--- src/rtl/farm_sensor_cond.sv ---
// Farm-road loop sensor conditioner: sync, debounce, latched car request, arrival count.
// Build with FARM_SENSOR_COUNT_EN defined to include the arrival counter; otherwise car_count is zero.
module farm_sensor_cond #(
    parameter int DEBOUNCE_CYCLES = 4,
    parameter int HOLDOFF_CYCLES  = 2,
    parameter int COUNT_W         = 8
) (
    input  logic               clk,
    input  logic               rst,
    input  logic               sensor_raw,
    input  logic               farm_green,
    output logic               car_req,
    output logic               sensor_clean,
    output logic [COUNT_W-1:0] car_count
);

    localparam int DW = $clog2(DEBOUNCE_CYCLES) + 1;
    localparam int HW = $clog2(HOLDOFF_CYCLES) + 1;
    localparam logic [DW-1:0] DB_LAST = DW'(DEBOUNCE_CYCLES - 1);
    localparam logic [HW-1:0] HO_LAST = HW'(HOLDOFF_CYCLES - 1);

    typedef enum logic [1:0] {IDLE, REQ, SERVED, HOLDOFF} state_t;

    logic          s1, s2;
    logic [DW-1:0] db_cnt;
    state_t        state, next;
    logic [HW-1:0] hold_cnt;

    // Two-flop synchroniser feeding a run-length debounce against the current clean level
    always_ff @(posedge clk or posedge rst) begin
        if (rst) begin
            s1           <= 1'b0;
            s2           <= 1'b0;
            db_cnt       <= '0;
            sensor_clean <= 1'b0;
        end else begin
            s1 <= sensor_raw;
            s2 <= s1;
            if (s2 == sensor_clean) begin
                db_cnt <= '0;
            end else if (db_cnt == DB_LAST) begin
                sensor_clean <= s2;
                db_cnt       <= '0;
            end else begin
                db_cnt <= db_cnt + 1'b1;
            end
        end
    end

    always_ff @(posedge clk or posedge rst) begin
        if (rst) begin
            state    <= IDLE;
            hold_cnt <= '0;
        end else begin
            state    <= next;
            hold_cnt <= (state == HOLDOFF) ? hold_cnt + 1'b1 : '0;
        end
    end

    // Request stays latched in REQ until served, even if the car has already left
    always_comb begin
        next = state;
        case (state)
            IDLE:    if (sensor_clean)          next = REQ;
            REQ:     if (farm_green)            next = SERVED;
            SERVED:  if (!farm_green)           next = HOLDOFF;
            HOLDOFF: if (hold_cnt == HO_LAST)   next = IDLE;
            default:                            next = IDLE;
        endcase
    end

    assign car_req = (state == REQ);

`ifdef FARM_SENSOR_COUNT_EN
    logic               clean_q;
    logic [COUNT_W-1:0] arrivals;

    // Saturating count of debounced rising edges
    always_ff @(posedge clk or posedge rst) begin
        if (rst) begin
            clean_q  <= 1'b0;
            arrivals <= '0;
        end else begin
            clean_q <= sensor_clean;
            if (sensor_clean && !clean_q && (arrivals != {COUNT_W{1'b1}}))
                arrivals <= arrivals + 1'b1;
        end
    end

    assign car_count = arrivals;
`else
    assign car_count = '0;
`endif

endmodule

--- config.mk ---
export PLATFORM = sky130hd
export DESIGN_NAME = farm_sensor_cond
export DESIGN_NICKNAME = d
export VERILOG_FILES = /design/src/rtl/farm_sensor_cond.sv
export SDC_FILE = /design/constraint.sdc
export NUM_CORES = 1
export LEC_CHECK = 0
export CORE_UTILIZATION = 35
export DETAILED_ROUTE_END_ITERATION = 16
export SYNTH_ARGS = -nofsm -noshare
export SYNTH_HDL_FRONTEND = slang
export SYNTH_SLANG_ARGS = --single-unit
--- constraint.sdc ---
create_clock -name clk -period 2.3 [get_ports clk]
set_input_delay 0.46 -clock clk [delete_from_list [all_inputs] [get_ports clk]]
set_output_delay 0.46 -clock clk [all_outputs]
set_load 0.1 [all_outputs]
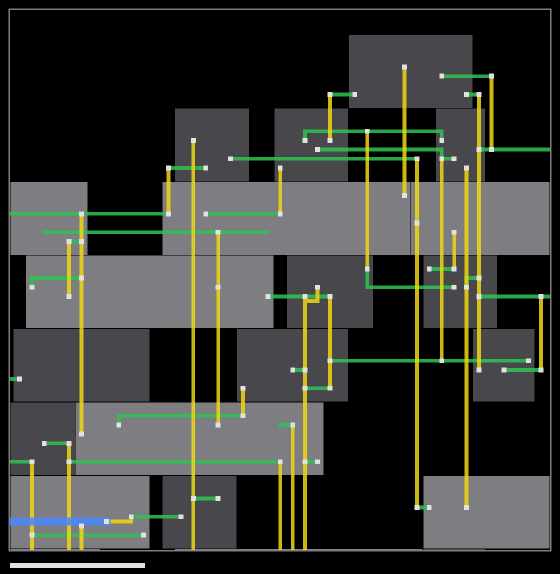
*A small window of the routed layout, run 1*
The bar under the picture is 5 µm long. Window x 10 to 30, y 19 to 39 µm. Cells in grey, sequential cells in the stronger grey; small squares are vias.
M3: in blue. M1: in green. M2: in yellow.
Most frequent: dfrtp_1 (6). Sequential cells in the window: 6. 17 logic cells have their middle in the window. Netlist names of flops here include db_cnt (3).

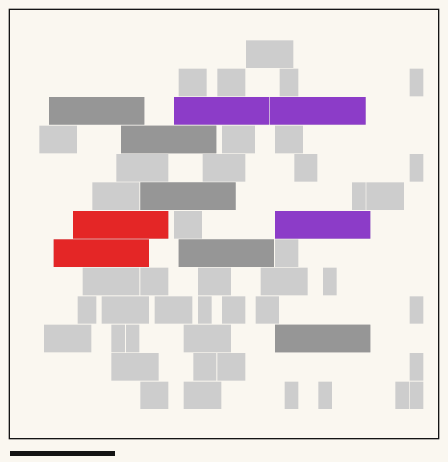
*Sequential cells coloured by netlist name, run 1*
The bar under the picture is 10 µm long.
state: in red, sequential cells 2. db_cnt: in purple, sequential cells 3.

==> ci_impl_report.md, run 1 <==
### Metrics collected by this job

| Metric | Value |
|---|---|
| Outcome | `completed` |
| FP Core Util | `39.3%` |
| R2R depth | `5` |
| Nets | `64` |
| R2r startpoint | `state[1]` |
| CTS tree | `done` |
| Hold path depth | `0` |
| Clk buf depth | `2` |
| Max stage delay cell, worst path | `dfrtp_1` |
| # DRC | `0` |
| Gpl congestion | `~0.66` |
| Ys Warns | `0` |
| Vias in the first global route | `roughly 250` |
| Max Freq | `approximately 0.6 GHz` |
| Max FO, Critical Path | `4` |
| Maxcap violations | `0` |
| Crit path DRT | `1.84 ns` |
| Hold Slack | `between 0.3 and 0.4 ns` |
| H-tree depth | `1` |
| Share of cells above drive strength 1 | `between 10% and 20%` |
| Count of different cell masters after synthesis | `17` |
| CP startpoint kind | `flip-flop` |
| Filler cells | `146` |
| Post-DP HPWL | `around 520 µm` |
| Slowest stage delay, CP | `roughly 0.42 ns` |
| Fraction of registers with async set or reset after synthesis | `100%` |
| Dominant flop cell | `dfrtp_1` |
| Vias/cell | `between 4 and 5` |
| PortBufs | `5` |
| DR iter-0 viols | `5` |
| Die Height | `just over 40 µm` |
| Gr ovfl total | `0` |
| Min-delay worst type | `reg -> reg` |
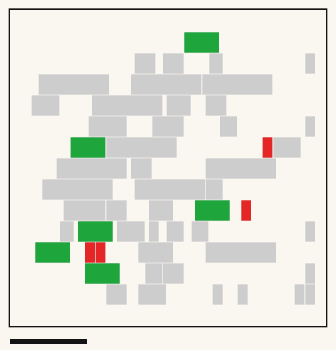
*Selected gate families, run 1*
The bar under the picture is 10 µm long.
inv cells: in red, cells 4. fa/ha/maj cells: in green, cells 6.

run 1: flip-flops by register name, indices dropped and copies added (netlist names):
register / count
db_cnt: 3
hold_cnt: 2
s1: 1
s2: 1
sensor_clean: 1
state: 2
run 1: worst register-to-register path, delay by kind of cell, from the launching register on:
kind                       cells  cell delay (ns)
DFF                            1             0.40
muxes                          1             0.31
and+or+nand+nor                2             0.24
adders and majority gates      1             0.19
buffers and inverters          1             0.08
run 1: metrics by stage:
step	instances	utilization [%]	area (µm²)
4_1_cts	68	44.2	597
3_3_place_gp	64	41.5	561
5_1_grt	68	44.2	597
2_1_floorplan	52	-	557
3_5_place_dp	64	41.5	561
6_report	68	44.2	597
run 1: cells in the final DEF (no fill, tap or decap):
cell             count
conb_1               8
mux2_1               1
clkbuf_8             1
mux2_4               1
a21oi_1              1
nand2b_1             2
xnor2_1              1
nor3b_1              2
nand4_2              1
nand2_1              1
ha_1                 6
clkbuf_4             3
nand2b_2             1
nor3_1               1
inv_1                4
buf_4                2
dfrtp_1             10
nor2b_1              3
clkdlybuf4s50_1      3
nor4bb_1             1
run 1: metal layers:
| layer | GRT usage [%] | vias up | wire length (µm) |
|---|---|---|---|
| li1 | - | 145 | - |
| met1 | 13.0 | 138 | 300 |
| met2 | 14.8 | 9 | 322 |
| met3 | 4.89 | 2 | 24 |
| met4 | 10.0 | 0 | 12 |
| met5 | 0 | - | 0 |
run 1: cell type report:
| type | instances | share of cell area (%) |
|---|---|---|
| Sequential cell | 10 | 41.9 |
| Multi-Input combinational cell | 30 | 38.8 |
| Timing Repair Buffer | 5 | 7.55 |
| Clock buffer | 4 | 6.08 |
| Tap cell | 15 | 3.14 |
| Inverter | 4 | 2.52 |
run 1: cells by family after synthesis:
group                    share of synthesized area [%]
XOR/XNOR                                          1.65
other                                            0.707
AND-OR/OR-AND                                    0.942
multiplexers                                      4.95
buffers and inverters                             14.2
AND/OR/NAND/NOR                                   16.3
adder cells (fa/ha/maj)                           14.2
flip-flops                                        47.2
run 1: worst max path at each step:
stage,from,end,slack [ns],depth (start not counted)
5_1_grt,state[1],car_req,0.54,3
6_report,state[1],car_req,0.62,3
4_1_cts,state[1],car_req,0.60,3
2_1_floorplan,state[1],state[1],0.31,5
3_3_place_gp,farm_green,state[1],0.68,4
3_5_place_dp,farm_green,state[1],0.66,4
### Wiring by layer, run 1

The bar under the picture is 10 µm long.
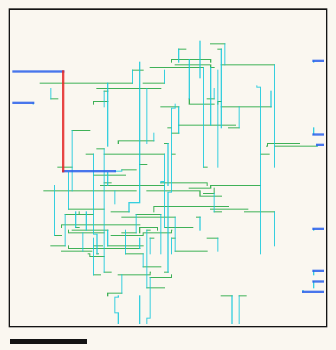

==> run 1 -> run 2 <==
==> constraint.sdc (replaced) <==
create_clock -name clk -period 1.4 [get_ports clk]
set_input_delay 0.28 -clock clk [delete_from_list [all_inputs] [get_ports clk]]
set_output_delay 0.28 -clock clk [all_outputs]
set_load 0.1 [all_outputs]
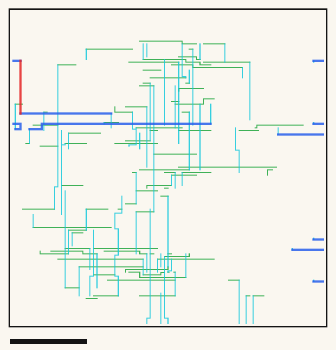
*Wiring by layer, run 2*
The bar under the picture is 10 µm long.
M2: in cyan, wire length 305 µm. M4: in red, wire length 6.80 µm. M3: in blue, wire length 53.6 µm. M1: in green, wire length 298 µm.

==> run 2 against run 1 <==
  * Synthesized area unchanged
  * Clock skew increased by 0.0075 ns
  * Global-route usage decreased by 0.28 points
  * Register-to-register slack got worse by 0.88 ns
  * Sequential share of layout area decreased by 1.6 points
  * First-iteration DRC count decreased by 20%
  * Critical path type unchanged
  * Critical endpoint unchanged
  * Largest cell class unchanged
  * Highest routed layer unchanged
==> ci_impl_report.md, run 2 <==
### Metrics collected by this job

| Metric | Value |
|---|---|
| Outcome | `completed` |
| Maxcap violations | `0` |
| Reg with most FFs | `db_cnt` |
| Post-DP HPWL | `~550 µm` |
| PortBufs | `5` |
| R2r startpoint | `state[0]` |
| Placed cell areas | `approximately 600 µm²` |
| # DRC | `0` |
| CTS tree | `done` |
| Clk buf depth | `2` |
| CP startpoint kind | `flip-flop` |
| Max Freq | `~0.74 GHz` |
| Fraction of registers with async set or reset after synthesis | `100%` |
| Ys Warns | `0` |
| Gpl congestion | `roughly 0.65` |
| Share of cells above drive strength 1 | `24.5%` |
| Die Height | `around 40 µm` |
| # placed instances | `approximately 64` |
| Vias/cell | `about 4.3` |
| Biggest regs | `db_cnt (3), hold_cnt (2), state (2)` |
| Most common logic cells in the final layout | `8 x conb_1, 8 x dfrtp_1, 5 x ha_1` |
| Max FO, Critical Path | `4` |
| Hold Slack | `between 0.2 and 0.3 ns` |
| Max reg flops | `3` |
| Vias in the first global route | `~250` |
| Filler cells | `127` |
| Final instance area | `between 600 and 700 µm²` |
| Nets | `roughly 64` |
| Crit path DRT | `1.12 ns` |
| Final Non-Filler Cells | `68` |
| Gr ovfl total | `0` |
| DR iter-0 viols | `4` |
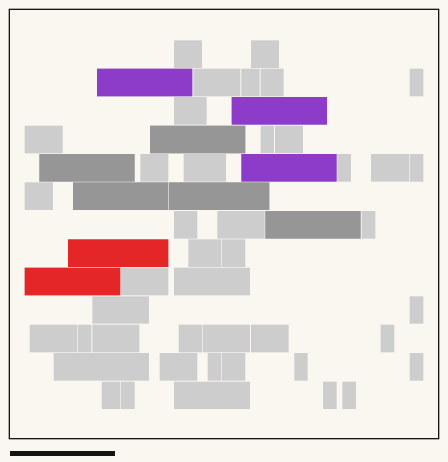
*Sequential cells coloured by netlist name, run 2*
The bar under the picture is 10 µm long.
state: in red, sequential cells 2. db_cnt: in purple, sequential cells 3.
Another 5 sequential cells are not coloured.

[run 2: cell counts after synthesis]
Identical to the previous run, type by type.
[run 2: cell families after synthesis]
kind of cell | Yosys count | synth area share, %
simple gates | 12 | 16.3
buf+inv | 12 | 14.2
flops | 10 | 47.2
fa+ha+maj | 6 | 14.2
mux | 2 | 4.95
other cells | 1 | 0.707
compound gates | 1 | 0.942
xor+xnor | 1 | 1.65
[run 2: worst max-delay path by stage]
| stage | start | end | cells after the start |
|---|---|---|---|
| after detailed placement | farm_green | state[1] | 4 |
| final | state[1] | car_req | 3 |
| after global routing | state[1] | car_req | 3 |
| after global placement | farm_green | state[1] | 4 |
| after CTS | state[0] | state[1] | 5 |
| after floorplan | state[1] | state[1] | 5 |
[run 2: what timing repair did]
| item | 4_1_cts | 5_1_grt |
|---|---|---|
| setup endpoints to repair | 0 | 1 |
| buffers inserted | 0 | 0 |
| gates resized | 0 | 2 |
[run 2: final cells by class]
class | instances | area share (%)
Multi-Input combinational cell | 30 | 38.9
Timing Repair Buffer | 5 | 11.2
Inverter | 4 | 2.40
Tap cell | 15 | 2.99
Clock buffer | 4 | 4.19
Sequential cell | 10 | 40.3
[run 2: worst max-delay path, stage by stage (launching register included)]
cell,delay (ns)
dfrtp_1,0.41
inv_2,0.09
ha_4,0.14
buf_12,0.17
[run 2: per-layer routing]
metal	vias to the layer above	GRT usage [%]	wire length [µm]
met5	-	0	0
met4	0	5.00	6
met3	2	6.52	53
met2	11	15.2	305
met1	133	12.8	297
li1	144	-	-
[run 2: metrics by stage]
stage,util [%],setup WS (ns)
global placement,44.4,-0.0105
global route,46.4,0.00408
detailed placement,44.4,-0.0294
floorplan,-,-0.0204
CTS,46.3,0.00924
finish,46.4,0.0510
==> run 2 -> run 3 <==
--- a/config.mk
+++ b/config.mk
@@ -7,6 +7,7 @@
 export LEC_CHECK = 0
 export CORE_UTILIZATION = 35
 export DETAILED_ROUTE_END_ITERATION = 16
+export GPL_ROUTABILITY_DRIVEN = 0
 export SYNTH_ARGS = -nofsm -noshare
 export SYNTH_HDL_FRONTEND = slang
 export SYNTH_SLANG_ARGS = --single-unit
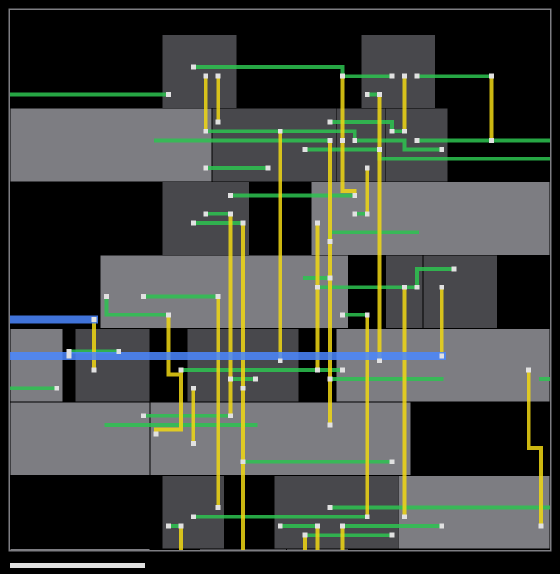
*A small window of the routed layout, run 3*
The bar under the picture is 5 µm long. Window x 10 to 30, y 19 to 39 µm. Cells in grey, sequential cells in the stronger grey; small squares are vias.
M2: in yellow. M3: in blue. M1: in green.
19 logic cells have their middle in the window. Netlist names of flops here include db_cnt (3), hold_cnt (2). Sequential cells in the window: 7. Most frequent: dfrtp_1 (6).

==> run 3 against run 2 <==
  * Design area unchanged
  * Sequential share of layout area unchanged
  * Maximum frequency unchanged
  * Critical endpoint unchanged
  * Count of clock-buffer cells in the layout unchanged
==> ci_impl_report.md, run 3 <==
### Metrics collected by this job

| Metric | Value |
|---|---|
| Vias in the first global route | `roughly 250` |
| Hold Slack | `between 0.2 and 0.3 ns` |
| CP startpoint kind | `flip-flop` |
| H-tree depth | `1` |
| Max Freq | `0.741 GHz` |
| Min-delay worst type | `in -> async` |
| Biggest regs | `db_cnt (3), hold_cnt (2), state (2)` |
| Nets | `about 64` |
| Crit path DRT | `around 1.1 ns` |
| Outcome | `completed` |
| CTS tree | `done` |
| Max FO, Critical Path | `4` |
| Clk buf depth | `2` |
| PnR worst setup slack | `between 0.05 and 0.06 ns` |
| Count of different cell masters after synthesis | `17` |
| Dominant flop cell | `dfrtp_1` |
| DR iter-0 viols | `4` |
| FP Core Util | `between 30% and 40%` |
| Max reg flops | `3` |
| Setup slack after placement | `-0.0294 ns` |
| Reg with most FFs | `db_cnt` |
| Post-CTS setup buffer count | `0` |
| PortBufs | `5` |
| Fraction of registers with async set or reset after synthesis | `100%` |
| R2r startpoint | `state[0]` |
| R2R depth | `5` |
| Final Non-Filler Cells | `a little under 70` |
| Most common logic cells in the final layout | `8 x conb_1, 8 x dfrtp_1, 5 x ha_1` |
| Max stage delay cell, worst path | `dfrtp_1` |
| Critical-path cell list | `inv_2, ha_4, buf_12` |
| Post-DP HPWL | `about 550 µm` |
| Filler cells | `~130` |
| Placed cell areas | `599 µm²` |
| Final instance area | `627 µm²` |
| Share of cells above drive strength 1 | `between 20 and 25%` |
| Cts repair resizes | `0` |
| Maxcap violations | `0` |
| # DRC | `0` |
| Gr ovfl total | `0` |
| Die Height | `a little over 40 µm` |
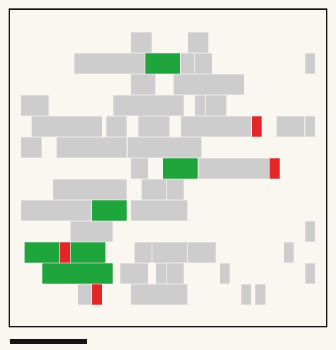
*Selected gate families, run 3*
The bar under the picture is 10 µm long.
fa/ha/maj cells: in green, cells 6. inv cells: in red, cells 4.

-- run 3: cell counts after synthesis --
Identical to the previous run, type by type.
-- run 3: worst max-delay path: cells and delay by family, from the launching register on --
family | cells | cell delay (ns)
flip-flops | 1 | 0.41
buffers and inverters | 2 | 0.26
adder cells (fa/ha/maj) | 1 | 0.14
-- run 3: logic make-up after synthesis --
kind of cell,count (synthesis),share of synthesized area (%)
compound gates,1,0.942
xor+xnor,1,1.65
fa+ha+maj,6,14.2
buf+inv,12,14.2
flops,10,47.2
mux,2,4.95
other cells,1,0.707
simple gates,12,16.3
-- run 3: worst max path at each step --
stage | startpoint | endpoint | slack [ns] | cells past startpoint
3_5_place_dp | farm_green | state[1] | -0.03 | 4
3_3_place_gp | farm_green | state[1] | -0.01 | 4
2_1_floorplan | state[1] | state[1] | -0.02 | 5
6_report | state[1] | car_req | 0.05 | 3
4_1_cts | state[0] | state[1] | 0.009 | 5
5_1_grt | state[1] | car_req | 0.004 | 3
-- run 3: per-stage QoR --
stage,utilization [%]
6_report,46.4
2_1_floorplan,-
3_5_place_dp,44.4
5_1_grt,46.4
3_3_place_gp,44.4
4_1_cts,46.3
-- run 3: cell type report --
type	count	area (µm²)	share of cell area (%)
well taps	15	18.8	2.99
flip-flops and latches	10	253	40.3
clock buffers	4	26.3	4.19
multi-input cells	30	244	38.9
inverters	4	15.0	2.40
repair buffers	5	70.1	11.2
-- run 3: metal layers --
layer	up-vias	wire, µm	track usage (%)	part of all wire [%]
li1	144	-	-	-
met1	133	297	12.8	45
met2	11	305	15.2	46
met3	2	53	6.52	8.0
met4	0	6	5.00	0.90
met5	-	0	0	0
